metal_density.png
31 x 22 tiles, from white (low) to dark blue (high), scaled to the fullest tile. Values are wire area over tile area, all layers added.
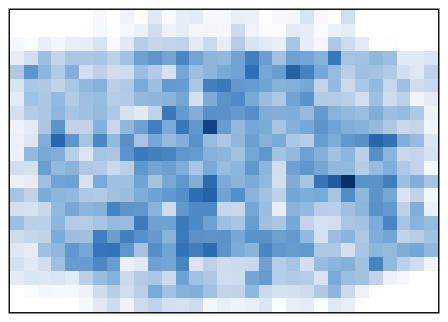
detail.png
Bar = 5 um. Window x 67 to 87, y 66 to 86 um. Cells in grey, sequential cells in the stronger grey; small squares are vias.
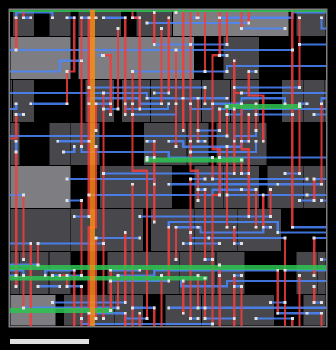
io_placement.png
Bar = 50 um. Pins as bars across the die edge, other pins in grey.
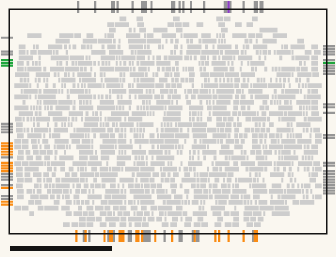
clocks.png
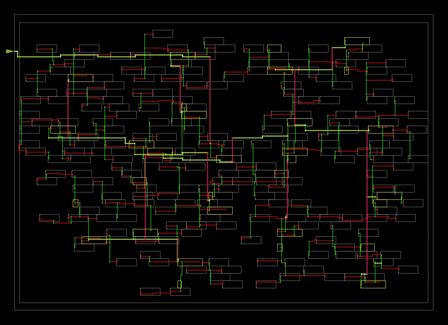
logic_types.png
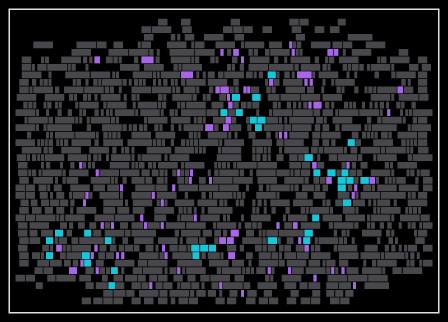
$ cat src/rtl/pipe_addsub.sv
// Pipelined adder/subtractor. The operand is split into STAGES chunks, one chunk per stage,
// and the carry ripples through registers. Every stage has an elastic valid/ready handshake.
module pipe_addsub #(
  parameter int OPERAND_WIDTH = 32,
  parameter int STAGES        = 4,
  parameter int TAG_WIDTH     = 4
) (
  input  logic                     clk,
  input  logic                     rst,
  input  logic                     in_valid,
  output logic                     in_ready,
  input  logic [OPERAND_WIDTH-1:0] in_a,
  input  logic [OPERAND_WIDTH-1:0] in_b,
  input  logic [1:0]               in_op,
  input  logic                     in_cin,
  input  logic [TAG_WIDTH-1:0]     in_tag,
  output logic                     out_valid,
  input  logic                     out_ready,
  output logic [OPERAND_WIDTH-1:0] out_res,
  output logic                     out_carry,
  output logic                     out_ovf,
  output logic                     out_zero,
  output logic                     out_neg,
  output logic [TAG_WIDTH-1:0]     out_tag
);

  localparam int CW  = OPERAND_WIDTH / STAGES;
  localparam int MSB = OPERAND_WIDTH - 1;

  logic [STAGES-1:0]        valid_q, valid_d;
  logic [STAGES-1:0]        carry_q, carry_d;
  logic [OPERAND_WIDTH-1:0] a_q   [STAGES];
  logic [OPERAND_WIDTH-1:0] a_d   [STAGES];
  logic [OPERAND_WIDTH-1:0] bp_q  [STAGES];
  logic [OPERAND_WIDTH-1:0] bp_d  [STAGES];
  logic [OPERAND_WIDTH-1:0] sum_q [STAGES];
  logic [OPERAND_WIDTH-1:0] sum_d [STAGES];
  logic [TAG_WIDTH-1:0]     tag_q [STAGES];
  logic [TAG_WIDTH-1:0]     tag_d [STAGES];

  // Per-stage inputs: stage 0 sees the port, stage k sees register k-1.
  logic [OPERAND_WIDTH-1:0] a_in   [STAGES];
  logic [OPERAND_WIDTH-1:0] bp_in  [STAGES];
  logic [OPERAND_WIDTH-1:0] sum_in [STAGES];
  logic [TAG_WIDTH-1:0]     tag_in [STAGES];
  logic [STAGES-1:0]        cin_in, vin;
  logic [STAGES-1:0]        load;

  // Stage k may load if any stage at or after k is empty, or the consumer takes the result.
  // Written in closed form so the ready chain depends only on registers and out_ready.
  always_comb begin : ready_chain
    logic hole;
    // NOTE: combinational logic uses blocking assignments; the running 'hole' value is
    // consumed within the same pass, which non-blocking assignments would not allow.
    hole = 1'b0;
    load = '0;
    for (int k = STAGES - 1; k >= 0; k--) begin
      hole    = hole | ~valid_q[k];
      load[k] = out_ready | hole;
    end
  end

  always_comb begin : stage_inputs
    a_in[0]   = in_a;
    bp_in[0]  = in_op[0] ? ~in_b : in_b;
    sum_in[0] = '0;
    cin_in    = '0;
    cin_in[0] = in_op[1] ? in_cin : in_op[0];
    tag_in[0] = in_tag;
    vin       = '0;
    vin[0]    = in_valid;
    for (int k = 1; k < STAGES; k++) begin
      a_in[k]   = a_q[k-1];
      bp_in[k]  = bp_q[k-1];
      sum_in[k] = sum_q[k-1];
      cin_in[k] = carry_q[k-1];
      tag_in[k] = tag_q[k-1];
      vin[k]    = valid_q[k-1];
    end
  end

  always_comb begin : stage_next
    logic [CW:0] chunk;
    chunk   = '0;
    valid_d = valid_q;
    carry_d = carry_q;
    for (int k = 0; k < STAGES; k++) begin
      chunk = {1'b0, a_in[k][k*CW +: CW]} + {1'b0, bp_in[k][k*CW +: CW]}
            + {{CW{1'b0}}, cin_in[k]};
      a_d[k]   = a_q[k];
      bp_d[k]  = bp_q[k];
      sum_d[k] = sum_q[k];
      tag_d[k] = tag_q[k];
      if (load[k]) begin
        valid_d[k]           = vin[k];
        a_d[k]               = a_in[k];
        bp_d[k]              = bp_in[k];
        sum_d[k]             = sum_in[k];
        sum_d[k][k*CW +: CW] = chunk[CW-1:0];
        carry_d[k]           = chunk[CW];
        tag_d[k]             = tag_in[k];
      end
    end
  end

  always_ff @(posedge clk) begin
    if (rst) begin
      // NOTE: the data registers are reset too, not just the valid bits, because the
      // result and flag outputs must read 0 straight after reset.
      valid_q <= '0;
      carry_q <= '0;
      for (int k = 0; k < STAGES; k++) begin
        a_q[k]   <= '0;
        bp_q[k]  <= '0;
        sum_q[k] <= '0;
        tag_q[k] <= '0;
      end
    end else begin
      valid_q <= valid_d;
      carry_q <= carry_d;
      for (int k = 0; k < STAGES; k++) begin
        a_q[k]   <= a_d[k];
        bp_q[k]  <= bp_d[k];
        sum_q[k] <= sum_d[k];
        tag_q[k] <= tag_d[k];
      end
    end
  end

  assign in_ready  = load[0];
  assign out_valid = valid_q[STAGES-1];
  assign out_res   = sum_q[STAGES-1];
  assign out_carry = carry_q[STAGES-1];
  assign out_ovf   = (a_q[STAGES-1][MSB] == bp_q[STAGES-1][MSB]) &&
                     (sum_q[STAGES-1][MSB] != a_q[STAGES-1][MSB]);
  // Gated by valid so that an all-zero reset state does not report zero=1.
  assign out_zero  = valid_q[STAGES-1] && (sum_q[STAGES-1] == '0);
  assign out_neg   = sum_q[STAGES-1][MSB];
  assign out_tag   = tag_q[STAGES-1];

endmodule
$ cat config.mk
export PLATFORM = sky130hd
export DESIGN_NAME = pipe_addsub
export DESIGN_NICKNAME = d
export VERILOG_FILES = /design/src/rtl/pipe_addsub.sv
export SDC_FILE = /design/constraint.sdc
export NUM_CORES = 1
export LEC_CHECK = 0
export CORE_ASPECT_RATIO = 0.7
export CORE_MARGIN = 1.5
export CORE_UTILIZATION = 55
export CTS_CLUSTER_SIZE = 14
export DETAILED_ROUTE_END_ITERATION = 7
export GPL_ROUTABILITY_DRIVEN = 0
export HOLD_SLACK_MARGIN = 0.08
export PLACE_DENSITY = 0.8
export SYNTH_ARGS = -nofsm -noshare
export SYNTH_HDL_FRONTEND = slang
export SYNTH_SLANG_ARGS = --single-unit
$ cat constraint.sdc
create_clock -name clk -period 3 [get_ports clk]
set_clock_uncertainty 0.15 [all_clocks]
set_input_delay 0.6 -clock clk [delete_from_list [all_inputs] [get_ports clk]]
set_output_delay 0.6 -clock clk [all_outputs]
set_load 0.02 [all_outputs]
==> COMMIT_EDITMSG <==
Log flow metrics for this revision

- After global routing the overflow that remains totals 0.
* RSZ-0062 raised after global routing: no
- Top cell excl fill/tap: sky130_fd_sc_hd__nand2_1
* Largest power group: sequential cells
* Worst slew margin relative to its limit: 59.1%
* Buffering overhead: 12.6%
- Via density per instance: 5.59
- The end-of-flow timing check tallies setup violations at 0.
- Overall power consumption after layout is estimated at 5950 uW.
- Initial core utilization: 56.7%
* Fraction of layout instances using a drive strength above 1: 7.31%
- Capturing element type of the critical path: output pin
- Logged for this run, the post-placement worst setup slack is -0.0901 ns.
- Yosys stat cell total: 1066
* Chip footprint: 0.0169 sq mm
* Category of the most critical setup path: input pin to output pin
- 117 I/O pins were placed.
* Critical path startpoint category: input pin
- Post_cts resized: 5
- In the final design, more cell area goes to multi-input combinational cells than to any other class.
- Unique cell types: 54
- Top cell area share: 45.7%
* First-pass GRT wire length: 34800 um
* Internal Dissipation: 4490 uW
- Post-CTS setup-driven buffer insertion count: 0
- Worst-case setup margin in the final layout: 0.237 ns
- Maximum number of pins on one net before global-route repair: 90
- Fin nets: 1263
* Power share of the clock group: 38.3%
- Clock network area share: 5.42%
- Family with the most delay on the worst path: buffers and inverters
- The report lists the cells along the critical path as clkdlybuf4s50_1, and4b_2, and2_4, inv_4, dlygate4sd2_1.
- Non-clock buffers in the final layout number 138.
* Synthesized area per cell: 8.30 sq um
- The script computed a power per unit cell area of 556 mW/mm^2.
* Count of placed standard cells including taps: 1331
* Comb group: 721 uW
- Of the total power, the share spent switching nets is 24.5%.
- The register with the most flip-flops in the layout has 80 of them.
- DRT antenna net count: 0
- The post-CTS hold buffer count recorded in the log is 0.
* Multiplexer area fraction after synthesis: 0.354%
* Total number of tap cells: 200
- Setup slack on the worst flop-to-flop path: 0.47 ns
- Basic Gates by Area: 20.1%
- TritonCTS built the clock tree.
* Data required time of the critical path: 2.25 ns
- Maximum level of the CTS H-tree: 1
* M1 wire length: 9820 um
- Per the OpenROAD timing report, the critical path contains 5 cells.
* Share of synthesized cell area in and-or and or-and compound cells: 19.9%
- Met3 demand-to-capacity share in global routing: 3.46%
- Detailed-route iteration 0 reported a violation count of 542.
- The cell sitting at the root of the clock tree is a sky130_fd_sc_hd__clkbuf_16.
- Register area share after synthesis: 45.7%
- The number of global-route vias before repair was 7272.
* Registers, synthesis: 202
- Layer with the highest usage: met2
* Cell count of the worst hold path: 2
- Yosys reported that registers with async set or reset make up 0%.
* OpenROAD warning count: 26
* Synthesized area: 0.00885 sq mm
* DRT Pass-1 Iters: 5
* Result of the run: finished, final reports clean
- Signal routing reaches up to met4.
* Largest register by flop count: sum_q
- For reference, full adder, half adder and majority cells occupy 5.77% of the area reported after synthesis.
- Following the worst setup path forward leads to its endpoint at in_ready.
* Number of design rule violations left after detail routing: 0
- Min Hold Slack: 0.299 ns
* Chip area from the yosys synthesis statistics: 0.00885 sq mm
- Number of violations of the max-capacitance limit: 0
- Per the layout report, the design carries 17 non-clock inverters.
- Final Hold Vio Count: 0
- Signed area change from the synthesized netlist to the final layout: 20.9%
- In this run the critical register-to-register path is launched from carry_q[0].
-- metal_density.png (at the start) --
nearly empty tiles = 8.4%
densest ninth of the die = centre
mean over tiles = 0.20
tiles over half the peak = 25%
fullest tile = 0.57
total detailed-routing wirelength: 21000 um
vias after detailed routing: 7611
aggregate global-route resource usage: 25.4%
post-detailed-route wirelength per cell: 15.4 um

-- detail.png (at the start) --
metal 2 -> red
metal 3 -> green
metal 4 -> orange
metal 1 -> blue
most frequent = a21oi_1 (6), nand2_1 (5)
cells with their middle in the window = 43
sequential cells in the window = 4
netlist names of flops here include = sum_q (3), a_q (1)

-- io_placement.png (at the start) --
out_tag -> green  # pins 4, direction output, edge 3 west, 1 east
in_b -> orange  # pins 32, direction input, edge 20 south, 12 west
out_ovf -> purple  # pins 1, direction output, edge north
number of input and output port buffers inserted: 116
width of the die: 155 um

-- clocks.png (at the start) --
clock distribution power: 2280 uW
layout clock buffer count: 27
Insertion Delay late pin: 0.49 ns
number of buffers created by CTS: 19
sink count of the clock tree: 202

-- logic_types.png (at the start) --
AND-OR and OR-AND gates -> cyan  # cells 35
NOR gates -> purple  # cells 81
logic share of the area: 41.2%
final cell count without fillers: 1362

Power and IR drop assume default switching activity.
